File: src/rtl/cp0_pkg.sv
// CP0 shared constants: register numbers, exception codes, field positions.
// Latency: n/a (definitions only).
// Backpressure: n/a.
package cp0_pkg;

  // CP0 register numbers as seen by mfc0/mtc0
  localparam logic [4:0] CP0_SR    = 5'd12;
  localparam logic [4:0] CP0_CAUSE = 5'd13;
  localparam logic [4:0] CP0_EPC   = 5'd14;
  localparam logic [4:0] CP0_PRID  = 5'd15;

  // Exception codes carried down the pipeline (0 doubles as "no exception")
  localparam logic [4:0] EXC_INT     = 5'd0;
  localparam logic [4:0] EXC_ADEL    = 5'd4;
  localparam logic [4:0] EXC_ADES    = 5'd5;
  localparam logic [4:0] EXC_SYSCALL = 5'd8;
  localparam logic [4:0] EXC_RI      = 5'd10;
  localparam logic [4:0] EXC_OV      = 5'd12;

  // SR field positions
  localparam int IM_LO   = 10;
  localparam int EXL_BIT = 1;
  localparam int IE_BIT  = 0;

  // Cause field positions
  localparam int BD_BIT     = 31;
  localparam int IP_LO      = 10;
  localparam int EXCCODE_LO = 2;

endpackage

File: src/rtl/cp0_req_gen.sv
// Exception/interrupt request decode and the ExcCode to record on a take.
// Latency: purely combinational.
// Backpressure: none; EXL=1 suppresses every new request (one-deep handling).
module cp0_req_gen #(
  parameter int HWINT_W = 6
) (
  input  logic [HWINT_W-1:0] hwint,
  input  logic [HWINT_W-1:0] im,
  input  logic               ie,
  input  logic               exl,
  input  logic [4:0]         excode,
  output logic               int_req,
  output logic               exc_req,
  output logic               req,
  output logic [4:0]         rec_code
);
  import cp0_pkg::*;

  // Interrupt beats a synchronous exception; recorded code follows the winner
  always_comb begin
    int_req  = (|(hwint & im)) & ie & ~exl;
    exc_req  = (excode != EXC_INT) & ~exl;
    req      = int_req | exc_req;
    rec_code = int_req ? EXC_INT : excode;
  end

endmodule

File: src/rtl/cp0_unit.sv
// Coprocessor-0 endpoint: SR/Cause/EPC/PRId, mfc0/mtc0/eret and flush request.
// Latency: req and DOut combinational; register updates land on the next posedge.
// Backpressure: none; req overrides a same-cycle mtc0 and eret. Build option CP0_EPC_FWD_EN.
module cp0_unit #(
  parameter logic [31:0] PRID_VALUE = 32'h2021_0B0A,
  parameter int          HWINT_W    = 6
) (
  input  logic               clk,
  input  logic               reset,
  input  logic [4:0]         A1,
  input  logic [4:0]         A2,
  input  logic [31:0]        DIn,
  input  logic               WE,
  input  logic               EXLClr,
  input  logic [31:0]        pc_in,
  input  logic [4:0]         EXcode_in,
  input  logic               delay_in,
  input  logic [HWINT_W-1:0] HWInt,
  output logic [31:0]        DOut,
  output logic [31:0]        EPC_out,
  output logic               req
);
  import cp0_pkg::*;

  logic [HWINT_W-1:0] sr_im;
  logic               sr_exl;
  logic               sr_ie;
  logic               cause_bd;
  logic [HWINT_W-1:0] cause_ip;
  logic [4:0]         cause_exc;
  logic [31:0]        epc;

  logic               int_req;
  logic               exc_req;
  logic [4:0]         rec_code;
  logic [31:0]        epc_take;
  logic [31:0]        sr_word;
  logic [31:0]        cause_word;
  logic               unused_req_split;

  cp0_req_gen #(.HWINT_W(HWINT_W)) u_req_gen (
    .hwint    (HWInt),
    .im       (sr_im),
    .ie       (sr_ie),
    .exl      (sr_exl),
    .excode   (EXcode_in),
    .int_req  (int_req),
    .exc_req  (exc_req),
    .req      (req),
    .rec_code (rec_code)
  );

  // The individual request terms are only needed for isolated checking of the sub-block
  assign unused_req_split = int_req ^ exc_req;

  // Restart PC: a delay-slot victim restarts at its branch; subtraction wraps naturally
  always_comb begin
    epc_take       = delay_in ? (pc_in - 32'd4) : pc_in;
    epc_take[1:0]  = 2'b00;
  end

  // Register file: exception take dominates, then mtc0, then eret clears EXL last
  always_ff @(posedge clk or negedge reset) begin
    if (!reset) begin
      sr_im     <= '0;
      sr_exl    <= 1'b0;
      sr_ie     <= 1'b0;
      cause_bd  <= 1'b0;
      cause_ip  <= '0;
      cause_exc <= '0;
      epc       <= '0;
    end else begin
      cause_ip <= HWInt;
      if (req) begin
        sr_exl    <= 1'b1;
        cause_exc <= rec_code;
        cause_bd  <= delay_in;
        epc       <= epc_take;
      end else begin
        if (WE && (A2 == CP0_SR)) begin
          sr_im  <= DIn[IM_LO +: HWINT_W];
          sr_exl <= DIn[EXL_BIT];
          sr_ie  <= DIn[IE_BIT];
        end
        if (WE && (A2 == CP0_EPC)) begin
          epc <= {DIn[31:2], 2'b00};
        end
        if (EXLClr) begin
          sr_exl <= 1'b0;
        end
      end
    end
  end

  // Assemble architectural views; unimplemented bits read as zero
  always_comb begin
    sr_word                            = '0;
    sr_word[IM_LO +: HWINT_W]          = sr_im;
    sr_word[EXL_BIT]                   = sr_exl;
    sr_word[IE_BIT]                    = sr_ie;
    cause_word                         = '0;
    cause_word[BD_BIT]                 = cause_bd;
    cause_word[IP_LO +: HWINT_W]       = cause_ip;
    cause_word[EXCCODE_LO +: 5]        = cause_exc;
  end

  // mfc0 read mux over current register contents
  always_comb begin
    DOut = '0;
    case (A1)
      CP0_SR:    DOut = sr_word;
      CP0_CAUSE: DOut = cause_word;
      CP0_EPC:   DOut = epc;
      CP0_PRID:  DOut = PRID_VALUE;
      default:   DOut = '0;
    endcase
  end

  // eret target; the forwarding build lets an mtc0 EPC feed an eret right behind it
`ifdef CP0_EPC_FWD_EN
  always_comb begin
    EPC_out = epc;
    if (WE && (A2 == CP0_EPC) && !req) begin
      EPC_out = {DIn[31:2], 2'b00};
    end
  end
`else
  always_comb begin
    EPC_out = epc;
  end
`endif

endmodule

File: config.mk
export PLATFORM = sky130hd
export DESIGN_NAME = cp0_unit
export DESIGN_NICKNAME = d
export VERILOG_FILES = /design/src/rtl/cp0_pkg.sv /design/src/rtl/cp0_req_gen.sv /design/src/rtl/cp0_unit.sv
export SDC_FILE = /design/constraint.sdc
export NUM_CORES = 1
export LEC_CHECK = 0
export CAP_MARGIN = 20
export CORE_MARGIN = 1
export CORE_UTILIZATION = 50
export CTS_CLUSTER_SIZE = 30
export DETAILED_ROUTE_END_ITERATION = 8
export DONT_BUFFER_PORTS = 1
export GPL_ROUTABILITY_DRIVEN = 0
export PLACE_DENSITY = 0.67
export SLEW_MARGIN = 20
export SYNTH_ARGS = -nofsm -noshare
export SYNTH_HDL_FRONTEND = slang
export SYNTH_SLANG_ARGS = --single-unit
File: constraint.sdc
create_clock -name clk -period 5.7 [get_ports clk]
set_clock_uncertainty 0.05 [all_clocks]
set_input_delay 1.14 -clock clk [delete_from_list [all_inputs] [get_ports clk]]
set_output_delay 1.14 -clock clk [all_outputs]
set_load 0.05 [all_outputs]
==> results.txt <==
Num rows: 30
Worst Tran Pin Value: 1.05 ns
Reported sequential group power: 1030 uW
Routed Antenna Nets: 0
Mux cell area share after synthesis: 0.117
Logic area: 2090 um^2
Xor/xnor share: 0.0300
Overall power: 1750 uW
Ys cells: 381
FMAX: 229 MHz
Hpwl dp: 7.69 mm
# clk buffers: 8
Setup tns final: 0 ns
Outcome: complete, no violations
Max-cap viol count: 0
Most frequent cells in the layout: dfrtp_1 (50), nor2_1 (33), mux2i_1 (32)
Aoi share: 0.159
PwrDens: 477 nW/um^2
Wire length per cell: 21.8 um
Port-buffer cells: 0
Slew Limit Headroom: 0.303
IO Pins: 155
FP Util: 0.516
Highest metal used: met4
Switching Share: 0.521
Max reg flops: 30
Hold WC Path Type: reg2reg
Number of fill cells: 640
GR Util met2: 0.433
Multi-input gates: 294
Clock group power: 238 uW
synthesized netlist by cell type (3+ instances only):
master	count	area [um^2]
buf_4	3	22.5
nor4_1	22	138
and2_1	13	81.3
or4_1	11	82.6
nand3_1	6	30.0
or3_1	7	43.8
nand4_1	5	31.3
mux2_2	8	90.1
a21o_1	5	37.5
nor3_1	8	40.0
and4_1	15	131
nor3b_1	7	52.6
dfrtp_1	50	1250
o31a_1	16	140
nor2_1	34	128
o31ai_1	11	82.6
nor2b_1	5	31.3
xor2_1	8	70.1
mux2i_1	32	320
inv_1	6	22.5
nand2_1	12	45.0
a22oi_1	8	60.1
a21oi_1	8	40.0
xnor2_1	4	35.0
a31oi_1	18	113
o21ai_0	7	35.0
clkbuf_1	21	78.8
critical path: stages:
cell and delay, ns:
nand3b_1 0.51, nor2b_1 0.95, and2_1 0.57
### Drive-strength map

Bar = 20 um.
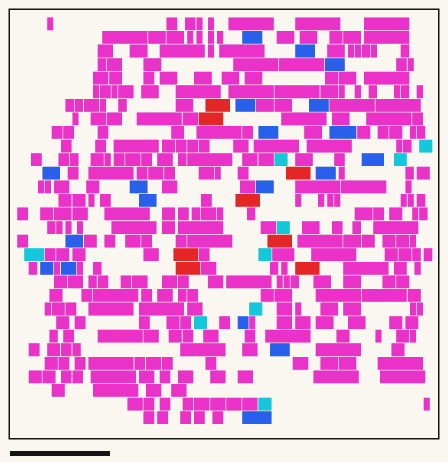
legend:
  x3 and x4:
    color: cyan
    cells: 9
    most_used: buf_4
  x2:
    color: blue
    cells: 19
    most_used: mux2_2
  x1 and smaller:
    color: magenta
    cells: 332
    most_used: dfrtp_1
  x6 and larger:
    color: red
    cells: 8
    most_used: clkbuf_8
synthesis-to-finish area growth: 4.46%
PnR worst setup slack: 1.33 ns
Non-clock buffers: 8
Final Cell Area: 3660 um^2

### Selected gate families

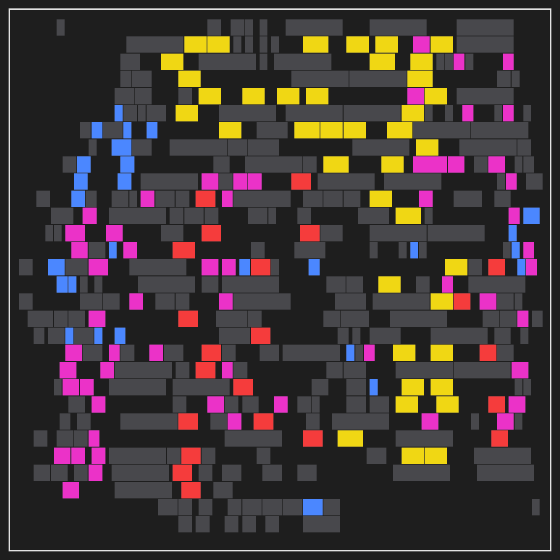
legend:
  non-inverting ao/oa cells:
    color: red
    cells: 22
  mux cells:
    color: yellow
    cells: 40
  nand cells:
    color: blue
    cells: 27
  aoi and oai cells:
    color: magenta
    cells: 56
Non-Filler Instances: 464
combinational share of cell area: 0.571
Top cell excl fill/tap: dfrtp_1

Power figures rest on the tool's default switching activity, not on a simulated workload.
